Design multiplexor_nin_reg, sky130hd; sources not shown.
run_1/metal_stack.png
(6 px per micron)
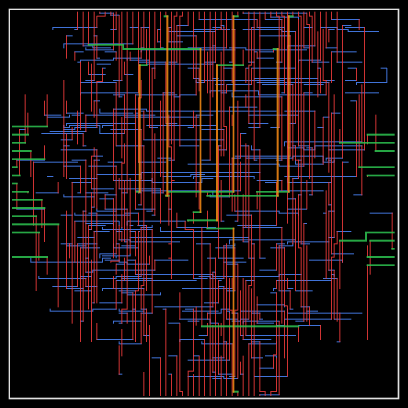
color	layer	wire length
orange	met4	214 microns
red	met2	2730 microns
blue	met1	1550 microns
green	met3	188 microns
WL per Instance: 19.4 microns
via count: 1206

run_1/zoom.png
Region (38, 6) to (58, 26) microns. Cells in gray, sequential cells in the stronger gray; small squares are vias.
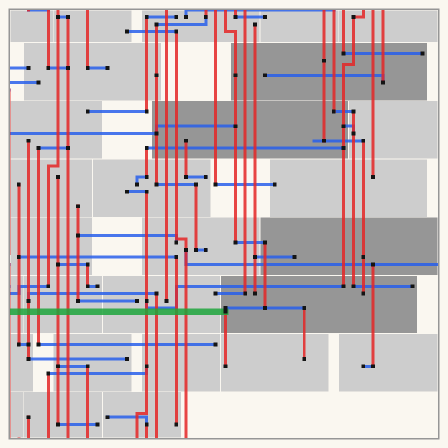
color	layer
green	met3
blue	met1
red	met2
most frequent	clkdlybuf4s50_1 (7)
sequential cells in the window	4
cells with their middle in the window	22

run_1/met4.png
(6 px per micron) Cells faint in the background.
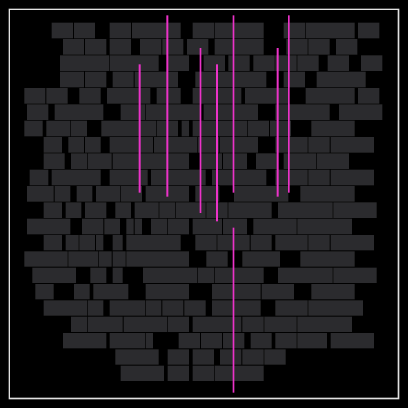
wire length on this layer	214 microns
main direction	vertical
share of all routed wire	4.6%
longest straight run	29.9 microns
Total Routed Length: 4680 microns

==> out/qor.csv, run 1 <==
metric,value,unit
status,"finished, final reports clean",
Final Wtd Congestion,0.801,
Overflow after GRT,0,
Worst R2R Path Depth,5,
number of global-route vias before repair,1362,
clock buffer depth,2,
"Slowest-stage cell, CP",dfrtp_4,
max cap viols,0,
busiest metal layer after global routing,met2,
wire length on met1,1550,microns
Total GRT Usage,24.0,%
dominant logic cell types in the final layout,"65 x clkdlybuf4s50_1, 25 x buf_12, 18 x dfrtp_1",
Initial Utilization,34.7,%
launching element type of the critical path,register,
Hold Slack,577,ps
H-Tree Depth,1,
Leak,0.00117,uW
initial antenna violation count,0,
Core Box Area,3610,sq um
fin cells,242,
biggest area cells,"dfrtp_1 38%, mux4_2 31%, mux2_4 11%, mux2_1 4.5%, mux2_2 3.6%",
Placement Rows,22,
Die W,64.6,microns
switching power,1440,uW
required time of the critical path,1400,ps
Bufs and invs on worst path,1,
Mapped Area,1250,sq um
share of power burned in the clock network,10.0,%
DIE HEIGHT,64.6,microns
Inserted Diodes,0,
"Seq/Total Area, Yosys",38.0,%
Crit Path Max Fanout,4,
Repair and plain buffers,114,
top-count cell post-synth,dfrtp_1,
DP Area,2650,sq um
flop share of the area,17.2,%
metal3 WL,187,microns
internal power,1560,uW
floorplan net count,152,
# Cells Yosys,79,
WS Path Type,register to primary output,
final worst setup slack,37.3,ps
Reg power frac,23.5,%
Post-Syn Instances,79,
Tcrit/Tclk final,97.9,%
met3 usage,4.34,%
fmax,584,MHz
RSZ-0062 raised after global routing,true,
met2 Use GR,44.1,%
share of cells above drive strength 1,44.8,%
Flops,19,
Yosys cell types,21,
asr flop ratio synth,100,%
Top class by area,buffers,
number of max-slew violations in the final report,0,
Worst Hold Class,register to register,
Top Family by Delay on Critical Path,flip-flops,
max reg flops,16,
Late-Pin Clk Latency,250,ps
Comb/total area,30.1,%
max layer used,met4,
IO Count,96,
fillers,230,
Logic cell area,838,sq um
tool warning count,28,
I/O Buffers,95,
synth warn,0,
Antenna Nets Post-Route,0,
PD cells,1080,nW/um^2
Net Sw Frac,48.0,%
CTS Buf Count,3,
Final Util,77.1,%
Pwr Total,3010,uW
placed cell count,230,
Final Cell Area,2780,sq um
largest net degree at the start of global routing,22,
Clock buf/inv share,1.62,%
Detail Placement HPWL,3740,microns
"CTS clk-pin slew, worst paths",70,ps
# Taps,48,
DR vias/cell,4.98,
min Tclk post-route,1710,ps
max_slew headroom,83.4,%
first-pass GRT wire length,7270,microns
Commonest flop,dfrtp_1,
setup TNS,0,ps
DRC Markers,0,
comb_multi_in,54,
met2 wire len,2730,microns
VDD IR max,0.000473,V
==> run 1: power by group through the flow <==
stage,Clock (uW),Combinational [uW],Sequential [uW]
finish,300,2000,706
floorplan,0,327,1500
global placement,0,1940,700
global route,331,2050,717
detailed placement,0,1970,711
CTS,307,2000,705
==> run 1: cell families (layout without fill, tap and decap cells) <==
group | count (synthesis) | in the layout | synth area share (%)
multiplexers | 37 | 37 | 51.2
flip-flops | 19 | 19 | 38.0
AND/OR/NAND/NOR | 9 | 11 | 4.61
buffers and inverters | 8 | 121 | 3.20
AND-OR/OR-AND | 6 | 6 | 3.00
==> run 1: what timing repair did <==
item / in CTS / in global routing
cloned: 2 / 0
hold endpoints to repair: 0 / 0
gates resized: 9 / 1
buffers inserted: 5 / 1
hold buffers: 0 / 0
endpoints found under the setup margin: 20 / 12
pin swaps: 4 / 2
run_1/final_congestion.png
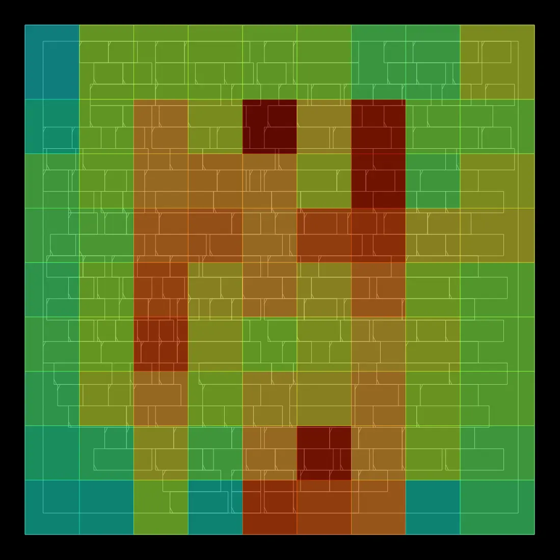

==> run 1 -> run 2 <==
--- a/config.mk
+++ b/config.mk
@@ -5,7 +5,7 @@
 export SDC_FILE = /design/constraint.sdc
 export NUM_CORES = 1
 export LEC_CHECK = 0
-export CORE_MARGIN = 2
+export CAP_MARGIN = 20
 export CORE_UTILIZATION = 34
 export CTS_CLUSTER_DIAMETER = 200
 export CTS_CLUSTER_SIZE = 12
run_2/final_congestion.png
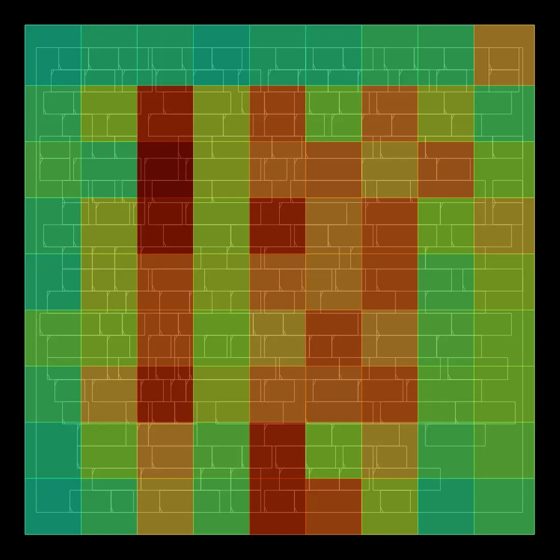
WL per Instance: 18.3 microns
routing usage on met1: 25.9%
met2 Use GR: 44.4%
busiest metal layer after global routing: met2
Final Util: 79.6%

==> out/qor.csv, run 2 <==
metric,value,unit,change
status,"complete, but fails checks",,"was finished, final reports clean"
failing checks,setup timing,,
final worst setup slack,-36.2,ps,was 37.3 ps
metal3 WL,175,microns,was 187 microns
min Tclk post-route,1790,ps,was 1710 ps
I/O Buffers,95,,unchanged
"Hold-fix buffers, CTS",0,,unchanged
Bufs and invs on worst path,1,,unchanged
"CTS clk-pin slew, worst paths",120,ps,was 70 ps
clock buffer depth,2,,unchanged
Leak,0.00113,uW,was 0.00117 uW
initial antenna violation count,0,,unchanged
P_comb,1980,uW,was 2000 uW
Post-Syn Instances,79,,unchanged
Total GRT Usage,23.7,%,was 24.0%
share of cells above drive strength 1,44.8,%,about the same
VDD IR max,0.000545,V,was 0.000473 V
share of power burned in the clock network,8.4,%,was 10.0%
Logic cell area,803,sq um,was 838 sq um
H-Tree Depth,1,,unchanged
placed cell count,229,,was 230
Final setup viols,3,,was 0
tool warning count,29,,was 28
fin cells,238,,was 242
Reg power frac,23.9,%,was 23.5%
Total Routed Length,4350,microns,was 4680 microns
first-pass GRT wire length,6890,microns,was 7270 microns
Initial Utilization,36.6,%,was 34.7%
"Slowest-stage cell, CP",dfrtp_4,,unchanged
CTS Buf Count,3,,unchanged
Worst Hold Class,input pin to asynchronous set/reset pin,,was register to register
pre-CTS WS,-467,ps,was -452 ps
post-CTS setup buffers,5,,unchanged
Final Cell Area,2720,sq um,was 2780 sq um
post-cts resize count,4,,was 9
Commonest flop,dfrtp_1,,unchanged
Max power group,combinational logic,,unchanged
Die W,62.6,microns,was 64.6 microns
max_slew headroom,78.8,%,was 83.4%
dominant logic cell types in the final layout,"69 x clkdlybuf4s50_1, 24 x buf_12, 18 x dfrtp_1",,"was 65 x clkdlybuf4s50_1, 25 x buf_12, 18 x dfrtp_1"
Antenna Nets Post-Route,0,,unchanged
required time of the critical path,1400,ps,about the same
Crit Path Max Fanout,4,,unchanged
DP Area,2650,sq um,about the same
Overflow after GRT,0,,unchanged
max cap viols,0,,unchanged
internal power,1480,uW,was 1560 uW
Core Box Area,3420,sq um,was 3610 sq um
DRC Markers,0,,unchanged
number of global-route vias before repair,1358,,was 1362
Pwr Total,2920,uW,was 3010 uW
RSZ-0062 raised after global routing,true,,unchanged
fmax,560,MHz,was 584 MHz
# Cells Yosys,79,,unchanged
asr flop ratio synth,100,%,unchanged
# Taps,46,,was 48
max reg flops,16,,unchanged
Top class by area,buffers,,unchanged
Sequential Power,697,uW,was 706 uW
TritonRoute pass-1 iters,4,,unchanged
Flops,19,,unchanged
DIE HEIGHT,62.6,microns,was 64.6 microns
Comb/total area,29.6,%,was 30.1%
biggest area cells,"dfrtp_1 38%, mux4_2 31%, mux2_4 11%, mux2_1 4.5%, mux2_2 3.6%",,unchanged
WS Path Type,register to primary output,,unchanged
Clock buf/inv share,1.10,%,was 1.62%
clock group total power,246,uW,was 300 uW
Placement Rows,21,,was 22
Repair and plain buffers,114,,unchanged
flop share of the area,17.6,%,was 17.2%
Net Sw Frac,49.2,%,was 48.0%
setup TNS,-91.6,ps,was 0 ps
Hold Slack,515,ps,was 577 ps
switching power,1440,uW,about the same
"Seq/Total Area, Yosys",38.0,%,unchanged
floorplan net count,152,,unchanged
number of max-slew violations in the final report,0,,unchanged
Yosys cell types,21,,unchanged
Worst R2R Path Depth,5,,unchanged
Inserted Diodes,0,,unchanged
wire length on met1,1510,microns,was 1550 microns
Detail Placement HPWL,3750,microns,was 3740 microns
Top Family by Delay on Critical Path,flip-flops,,unchanged
launching element type of the critical path,register,,unchanged
top-count cell post-synth,dfrtp_1,,unchanged
via count,1195,,was 1206
Tcrit/Tclk final,102,%,was 97.9%
max layer used,met4,,unchanged
IO Count,96,,unchanged
largest net degree at the start of global routing,18,,was 22
run_2/clock_map.png
(4 px per micron)
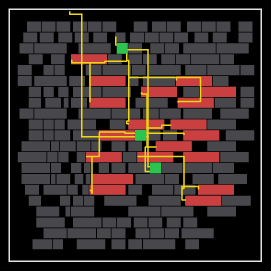
[green] cells driving clock nets | count: 3
[red] flip-flops | count: 19
[yellow] clock wires | length: 273 microns
routed clock nets	4
Late-Pin Clk Latency: 320 ps
final clock skew: 6.54 ps

==> run 2: cell count changes in the layout (fill, tap and decap cells not counted), sizes merged <==
cell,before,now
clkdlybuf4s50,65,69
dlygate4sd2,6,3
nand3,3,1
clkbuf,4,3
clkinvlp,0,1
dlymetal6s2s,1,0
==> run 2: cell families after synthesis <==
family                 count (synthesis)  synth area share, %
AND-OR/OR-AND                          6                 3.00
AND/OR/NAND/NOR                        9                 4.61
flip-flops                            19                 38.0
multiplexers                          37                 51.2
buffers and inverters                  8                 3.20
==> run 2: metal layers <==
| layer | GRT usage, % | vias to the layer above |
|---|---|---|
| met1 | 25.9 | 594 |
| met3 | 3.83 | 11 |
| met5 | 0 | - |
| met4 | 10.5 | 0 |
| met2 | 44.4 | 47 |
| li1 | - | 543 |
No activity file was given, so power comes from the tool's default toggle rates.
